==> images/congestion.png <==
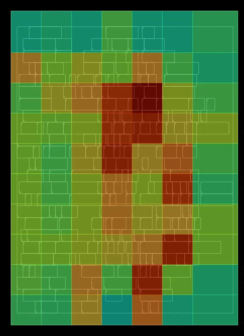
==> images/io_fan.png <==
Scale bar: 20 µm.
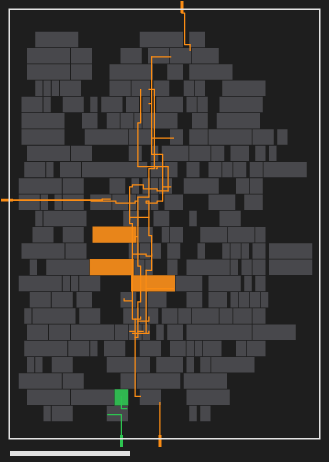
==> images/detail.png <==
Scale bar: 10 µm. Region (0, 5) to (25, 30) µm. Cells in grey, sequential cells in the stronger grey; small squares are vias.
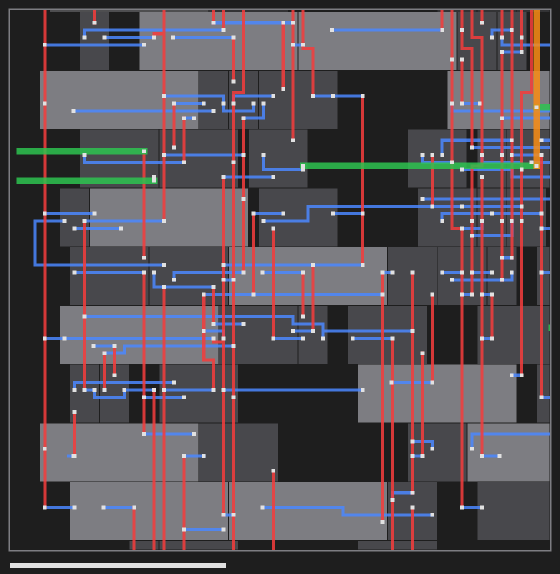
==> images/flops_by_reg.png <==
Scale bar: 20 µm. Other sequential cells in the stronger grey, the rest of the logic in the fainter grey.
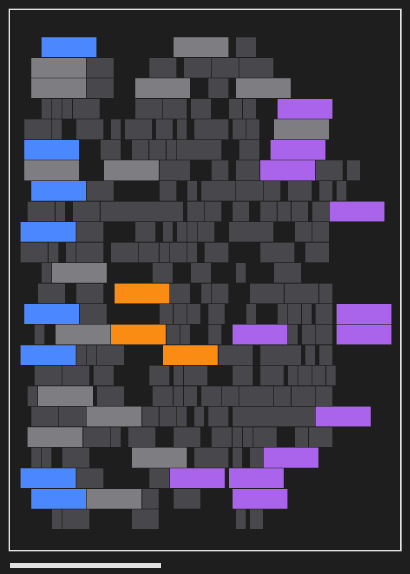
==> images/logic_types.png <==
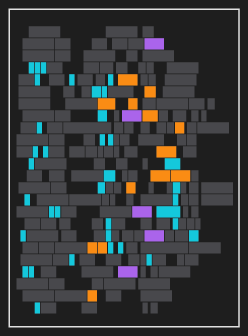
Design uart_rx, sky130hd; sources not shown.
==> notes.md <==
run metrics: Die Wd 51.7 µm, Yosys Instances 195, Seq share, synth 42.3%, hold path depth 1, ys async rst share 0%, Tool Warnings 28, post-synth top area cell dfxtp_1, CP delay by family, top AND-OR/OR-AND gates, die area 0.00370 mm², Mapped Cells 195, layout cells sized above 1 8.57%, Synth top area share 42.3%, antenna violations before repair 0, setup_tns 0 ns, Max Slew Vio Count 0, # clock sinks 38, synth cell count leaders dfxtp_1 (38), nor2_1 (28), mux2i_1 (16), total number of vias 1490, Final Hold Viols 0, Via density 5.98, status finished, final reports clean, P_leak 0.848 nW, biggest cell delay along the critical path 0.76 ns, Distinct cells, synth 48, TritonCTS Buffers 5, Synth-to-Final Area Change 15.2%, Reg2Reg Setup Slack 1.96 ns, period utilization 62.5%, Final #Nets 218, Clk pin slew, worst setup/hold paths 0.12 ns, slowest CP cell o32ai_2, first-pass iteration count of the detailed router 4, first-pass GRT wire length 5970 µm, Cell Pwr Density 333 mW/mm², Post-Syn Area 0.00180 mm², DRC violations left 0, Initial Utilization 56.0%, CP required 4.57 ns, Peak Freq 0.372 GHz, slew margin rel. 49.5%, maximum fanout along the worst path 21, final setup fails 0, most common cell in the netlist dfxtp_1, Late-Pin Clk Latency 0.35 ns, Synth Area per Inst 9.22 µm², WP depth 6
About congestion.png:
met1 GRT Util: 22.5%
grt peak-use layer: met2

About io_fan.png:
- orange: `o_state` (bits 3; direction output; edge 1 north, 1 south, 1 west; end cells 3; buffers 3; wire 238 µm)
- green: `i_rx` (bits 1; direction input; edge south; end cells 1; buffers 1; wire 8.80 µm)
top-level port count: 18
Buffers on Ports: 17

About detail.png:
- red: metal 2
- green: metal 3
- blue: metal 1
- orange: metal 4
- most frequent: dfxtp_1 (12), nor2_1 (10)
- cells with their middle in the window: 45
- sequential cells in the window: 12

About flops_by_reg.png:
- blue: `o_data_out` (sequential cells 8)
- orange: `o_state` (sequential cells 3)
- purple: `r_cnt` (sequential cells 12)
- not coloured: 15
storage element area: 761 µm²
flop share of the area: 36.7%
sequential logic power: 356 µW
Layout Utilization: 64.5%

About logic_types.png:
- cyan: NOR gates (cells 36)
- purple: adder and majority cells (cells 5)
- orange: AND and OR gates (cells 13)
Comb area share: 46.1%
Commonest Layout Cell: dfxtp_1
Final Non-Filler Cells: 249

metrics by stage:
step	setup slack, ns	power, mW	instance area, µm²	utilization [%]
after floorplan	2.08	0.384	1800	-
final	1.61	0.689	2070	64.5
after CTS	1.62	0.695	2070	64.5
after detailed placement	1.28	0.394	1970	61.2
after global placement	1.36	0.393	1970	61.2
after global routing	1.39	0.713	2070	64.5
cell families (layout without fill, tap and decap cells):
| kind of cell | Yosys count | in the layout | share of synthesized area (%) |
|---|---|---|---|
| XOR/XNOR | 3 | 3 | 1.46 |
| AND-OR/OR-AND | 39 | 39 | 15.3 |
| AND/OR/NAND/NOR | 77 | 77 | 24.0 |
| adder cells (fa/ha/maj) | 5 | 5 | 3.48 |
| multiplexers | 16 | 16 | 8.91 |
| flip-flops | 38 | 38 | 42.3 |
| buffers and inverters | 17 | 32 | 4.52 |
per-layer routing:
metal | track usage [%] | vias to the layer above | share of wire, %
li1 | - | 726 | -
met5 | 0 | - | 0
met2 | 37.7 | 35 | 54
met1 | 22.5 | 715 | 38
met3 | 6.58 | 14 | 3.9
met4 | 12.6 | 0 | 3.3
where the power goes:
part           switching (mW)  leakage [nW]  internal (mW)  total, mW
clock network           0.122        0.0554          0.182      0.303
logic                  0.0180         0.486         0.0115     0.0296
registers             0.00293         0.307          0.353      0.356
cell usage in the layout (no fill, tap or decap), types with 3 or more instances in the layout:
master	netlist	routed
a21oi_1	8	8
o21ai_0	5	5
nand2b_1	5	5
inv_1	6	6
or3_1	3	3
and4bb_2	3	3
mux2i_1	16	16
nand3b_1	3	3
o22ai_1	3	3
dfxtp_1	38	38
a31oi_1	7	7
o21a_1	4	4
nand3_1	7	7
clkbuf_4	0	5
clkdlybuf4s50_1	0	17
nor2_1	28	28
ha_1	5	5
nand2_1	10	10
layout make-up:
class,instances,area (µm²)
clock buffer,5,37.5
inverter,6,22.5
multi-input combinational,140,956
fill,262,1140
clock inverter,3,68.8
tap,39,48.8
sequential,38,761
timing repair buffer,18,178
No activity file was given, so power comes from the tool's default toggle rates.
